===== config.mk =====
export PLATFORM = sky130hd
export DESIGN_NAME = iconn_lower_distributor
export DESIGN_NICKNAME = d
export VERILOG_FILES = /design/src/rtl/iconn_lower_distributor.sv
export SDC_FILE = /design/constraint.sdc
export NUM_CORES = 1
export LEC_CHECK = 0
export ABC_AREA = 0
export CORE_MARGIN = 2
export CORE_UTILIZATION = 40
export CTS_CLUSTER_DIAMETER = 50
export DETAILED_ROUTE_END_ITERATION = 8
export GPL_ROUTABILITY_DRIVEN = 0
export PLACE_DENSITY = 0.71
export SYNTH_ARGS = -nofsm -noshare
export SYNTH_HDL_FRONTEND = slang
export SYNTH_SLANG_ARGS = --single-unit

===== constraint.sdc =====
create_clock -name clk -period 5 [get_ports clk]
set_input_delay 1 -clock clk [delete_from_list [all_inputs] [get_ports clk]]
set_output_delay 1 -clock clk [all_outputs]
set_load 0.05 [all_outputs]

===== src/rtl/iconn_lower_distributor.sv =====
// Lower-level interconnect distributor: routes each incoming flit by one address bit
// into one of two independent 2-entry FIFOs, each presenting its oldest flit downstream.
module iconn_lower_distributor #(
    parameter int PORT_NUM        = 2,
    parameter int NODE_ADDR_WIDTH = 5,
    parameter int DATA_WIDTH      = 32,
    parameter int ROUTE_BIT       = NODE_ADDR_WIDTH - 1
) (
    input  logic                       clk,
    input  logic                       rst_n,
    input  logic                       in_valid,
    output logic                       in_ready,
    input  logic [NODE_ADDR_WIDTH-1:0] in_addr,
    input  logic [DATA_WIDTH-1:0]      in_data,
    output logic [NODE_ADDR_WIDTH-1:0] aout [0:PORT_NUM-1],
    output logic [DATA_WIDTH-1:0]      dout [0:PORT_NUM-1],
    output logic [PORT_NUM-1:0]        aout_valid,
    input  logic [PORT_NUM-1:0]        aout_ready,
    output logic [1:0]                 occupancy [0:PORT_NUM-1]
);

    localparam int ENTRY_W = NODE_ADDR_WIDTH + DATA_WIDTH;

    logic       tgt_s;
    logic [1:0] occ_s [0:PORT_NUM-1];

    // Target port selection and admission; a full target refuses even if it pops this cycle.
    always_comb begin
        tgt_s    = in_addr[ROUTE_BIT];
        in_ready = (occ_s[tgt_s] != 2'd2);
    end

    for (genvar p = 0; p < PORT_NUM; p++) begin : g_port
        logic [ENTRY_W-1:0] mem_q [0:1];
        logic [ENTRY_W-1:0] head_s;
        logic               wr_ptr_q;
        logic               wr_ptr_d;
        logic               rd_ptr_q;
        logic               rd_ptr_d;
        logic [1:0]         occ_q;
        logic [1:0]         occ_d;
        logic               push_s;
        logic               pop_s;

        // Handshake decode and pointer/occupancy next state.
        always_comb begin
            push_s   = in_valid && in_ready && (tgt_s == 1'(p));
            pop_s    = (occ_q != 2'd0) && aout_ready[p];
            wr_ptr_d = wr_ptr_q;
            rd_ptr_d = rd_ptr_q;
            occ_d    = occ_q;
            if (push_s) begin
                wr_ptr_d = ~wr_ptr_q;
            end else begin
                wr_ptr_d = wr_ptr_q;
            end
            if (pop_s) begin
                rd_ptr_d = ~rd_ptr_q;
            end else begin
                rd_ptr_d = rd_ptr_q;
            end
            case ({push_s, pop_s})
                2'b10:   occ_d = occ_q + 2'd1;
                2'b01:   occ_d = occ_q - 2'd1;
                default: occ_d = occ_q;
            endcase
        end

        // FIFO control state; cleared asynchronously so stale flits can never reappear.
        always_ff @(posedge clk or negedge rst_n) begin
            if (!rst_n) begin
                wr_ptr_q <= 1'b0;
                rd_ptr_q <= 1'b0;
                occ_q    <= 2'd0;
            end else begin
                wr_ptr_q <= wr_ptr_d;
                rd_ptr_q <= rd_ptr_d;
                occ_q    <= occ_d;
            end
        end

        // Entry storage carries no reset; contents only matter while counted in occupancy.
        always_ff @(posedge clk) begin
            if (push_s) begin
                mem_q[wr_ptr_q] <= {in_addr, in_data};
            end
        end

        assign head_s        = mem_q[rd_ptr_q];
        assign aout[p]       = head_s[ENTRY_W-1:DATA_WIDTH];
        assign dout[p]       = head_s[DATA_WIDTH-1:0];
        assign aout_valid[p] = (occ_q != 2'd0);
        assign occupancy[p]  = occ_q;
        assign occ_s[p]      = occ_q;
    end

endmodule


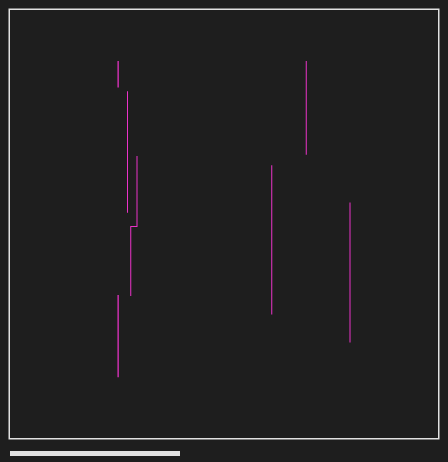
*Met4 routing*
The bar under the picture is 50 um long.
- nets with wire on the layer: 3
- share of all routed wire: 2.1%
- wire length on this layer: 221 um

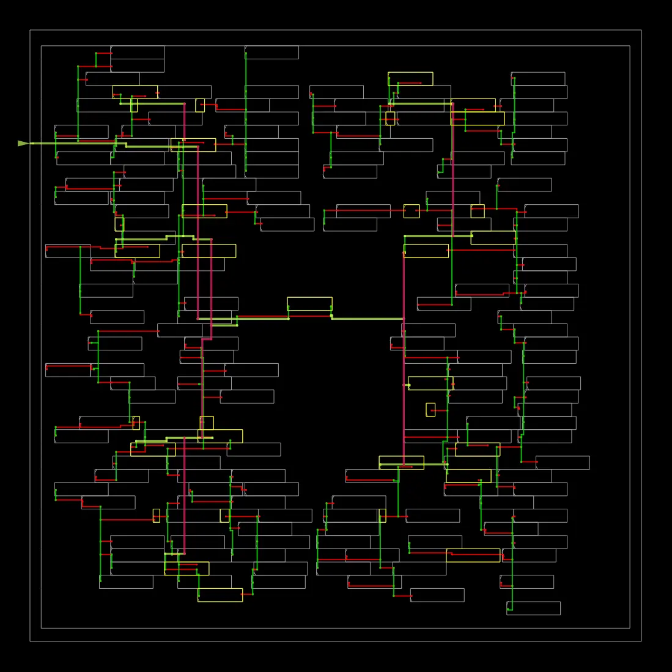
*The clock network*
Num CTS Buffers: 17
Clock Sinks: 156

how the worst max path moves through the flow:
stage	start	to	slack, ns	depth (start not counted)
2_1_floorplan	in_addr[4]	g_port[0].mem_q[0][0]	1.76	2
3_3_place_gp	in_addr[4]	in_ready	1.39	3
3_5_place_dp	in_addr[4]	in_ready	1.38	3
4_1_cts	g_port[1].rd_ptr_q	dout[14]	1.13	3
5_1_grt	g_port[1].rd_ptr_q	dout[9]	1.07	3
6_report	g_port[1].rd_ptr_q	dout[14]	1.20	3
cell families (layout without fill, tap and decap cells):
logic type	Yosys count	after routing
flops	156	156
mux	75	75
simple gates	14	14
xor+xnor	10	10
buf+inv	10	164
fa+ha+maj	2	2
==> impl_metrics.tcl <==
# metrics dict for downstream scripts
set metrics [dict create \
    powerClk_mw 1.24 \
    tightest_slew_ns 0.9924 \
    ys_cells 267 \
    sequentialPowerShare 0.354 \
    dieArea_mm2 0.01579 \
    status "completed" \
    io_pins 123 \
    crit_type "reg -> out" \
    drc 0 \
    min_period_over_period 0.7607 \
    top_layer_used "met4" \
    met1_usage 0.1845 \
    post-cts-setup-buffer-count 0 \
    dp.cells 573 \
    hold_slack_ns 0.5319 \
    reg2reg_slack_ns 2.72 \
    power_leader "combinational cells" \
    drive_gt1_frac 0.2874 \
    nonClockBufferCount 130 \
    cts_resized 0 \
    seq_area_frac 0.5834 \
    cp_slowest_cell "dfrtp_2" \
    num_vias 2872 \
    synthDistinctLibCells 16 \
    met1Wirelength_um 4780 \
    cp-end-kind "output port" \
    overflow 0 \
    warning_count 26 \
    power.leakage_nw 2.804 \
    ys_seq_frac 0.7846 \
    busiest_layer "met2" \
    powerSeq_mw 1.82 \
    numPortBuffers 122 \
    buf_share 0.1609 \
    worstPathRequired_ns 4.00 \
    power.internal_mw 3.248 \
    drv_slew 0 \
    antenna_found_initial 0 \
    logic_gates 101 \
    ys_sh_simple 0.01395 \
    grt_pass1_wl_um 16760 \
    maxSlewHeadroom 0.3384 \
    drv_cap 0 \
    cts_hold_buffers 0 \
    avgSynthCellArea_um2 22.17 \
    clock_area_frac 0.07273 \
    fill_cells 1138 \
    grt_max_degree 34 \
    grt_use_met2 0.2194 \
    top_regs "g_port.mem_q x148, g_port.occ_q x4" \
    antenna_left 0 \
    pre_cts_ws_ns 1.382 \
    power_density_mw_per_mm2 647.1 \
    topCellsByArea "edfxtp_1 (75%), mux2_4 (10%), mux2_2 (6.7%)" \
    worstSkewPairLatency_ns 0.42 \
    setup_slack_ns 1.196 \
    seq_cell_count 156 \
    crit_family "buffers and inverters" \
    clock_skew_ns 0.01153 \
    crit_fanout 33 \
    ff_latch_area_mm2 0.004647 \
    wl_met3_um 571 \
    dr.pass1.iters 4 \
    vias_per_cell 4.747 \
    pwr-share-clk 0.241 \
    cts.htree.levels 4 \
    grt_pass1_vias 3088 \
    critPathMaxStageDelay_ns 1.00 \
    r2r_start "g_port[0].occ_q[0]" \
    hold_path_depth 1 \
    hold_violations 0 \
    ctsRootBufferMaster "clkbuf_16" \
    mi_logic_area_mm2 0.001220 \
    wl_per_cell_um 17.52 \
    synth_top_cell_by_count "edfxtp_1" \
    dieWidth_um 125.7 \
    die_h_um 125.7 \
    num-nonclk-inverters 2 \
    fmax_mhz 262.9 \
    design_area_mm2 0.007965 \
    synth_nets 311 \
    setup_viol 0 \
    period_minus_slack_ns 3.804 \
    switchingPower_mw 1.907 \
    arrival_ns 2.80 \
    synth.mux.area_fraction 0.1680 \
    synth_cells 267 \
    common_cells "edfxtp_1 (148), mux2_4 (40), mux2_2 (35)" \
    synth-edff-count 148 \
    fp_util 0.4088 \
    cts_tree "done" \
    async_reset_ff_frac 0.05128 \
    hold_path_end "g_port[0].occ_q[1]" \
    grt_usage 0.1420 \
    core_area_mm2 0.01448 \
    top_register "g_port.mem_q" \
    mappedNetlistArea_mm2 0.005919 \
    hold_path.startpoint "g_port[0].occ_q[1]" \
    power_mw 5.154 \
    placed_area_mm2 0.007386 \
    yosys.area.top_type "edfxtp_1" \
    area_delta_synth_final_pct 34.56 \
    rsz0062_at_grt "false" \
    clk_pin_slew_ns 0.06 \
    diodes 0 \
    critPathLaunchType "register" \
    setup_tns_ns 0 \
    dp_hpwl_um 6764 \
    met3_usage 0.04333 \
    wl_um 10600 \
    largest_register_ffs 148 \
    layout_top_cells "edfxtp_1 (148), clkdlybuf4s50_1 (122), mux2_4 (40), mux2_2 (35), clkbuf_16 (17)" \
    wl_met2_um 5027 \
    yosysWarnings 0 \
    logic_family "multiplexers" \
    ys_area_mm2 0.005919 \
    xor_area_frac 0.01480 \
    fin_cells 605 \
    ff2ff_path_depth 4 \
    reg2reg_to "g_port[0].mem_q[1][16]" \
    ctsLongestPathBuffers 2 \
    ys_sh_adder 0.004227 \
    tapCellCount 184 \
    crit_chain "buf_4 > mux2_4 > clkdlybuf4s50_1" \
    peakVddDrop_uv 423.3 \
    ys_ff 156 \
    sw_frac_of_total 0.3699 \
    power_frac_comb 0.405 \
    holdCritPathClass "reg -> reg" \
    lay_top_count "edfxtp_1" \
    comb_power_mw 2.09 \
    nClkBuffers 17 \
    nets 452 \
    largest_class "flip-flops and latches" \
    drt_iter0_drc 120 \
    aoi_share 0 \
    yosys.area.top_type_share 0.7508 \
    sh_comb_area 0.1532 \
    fp-row-count 44 \
]
Power is estimated from default activity; no workload was simulated.
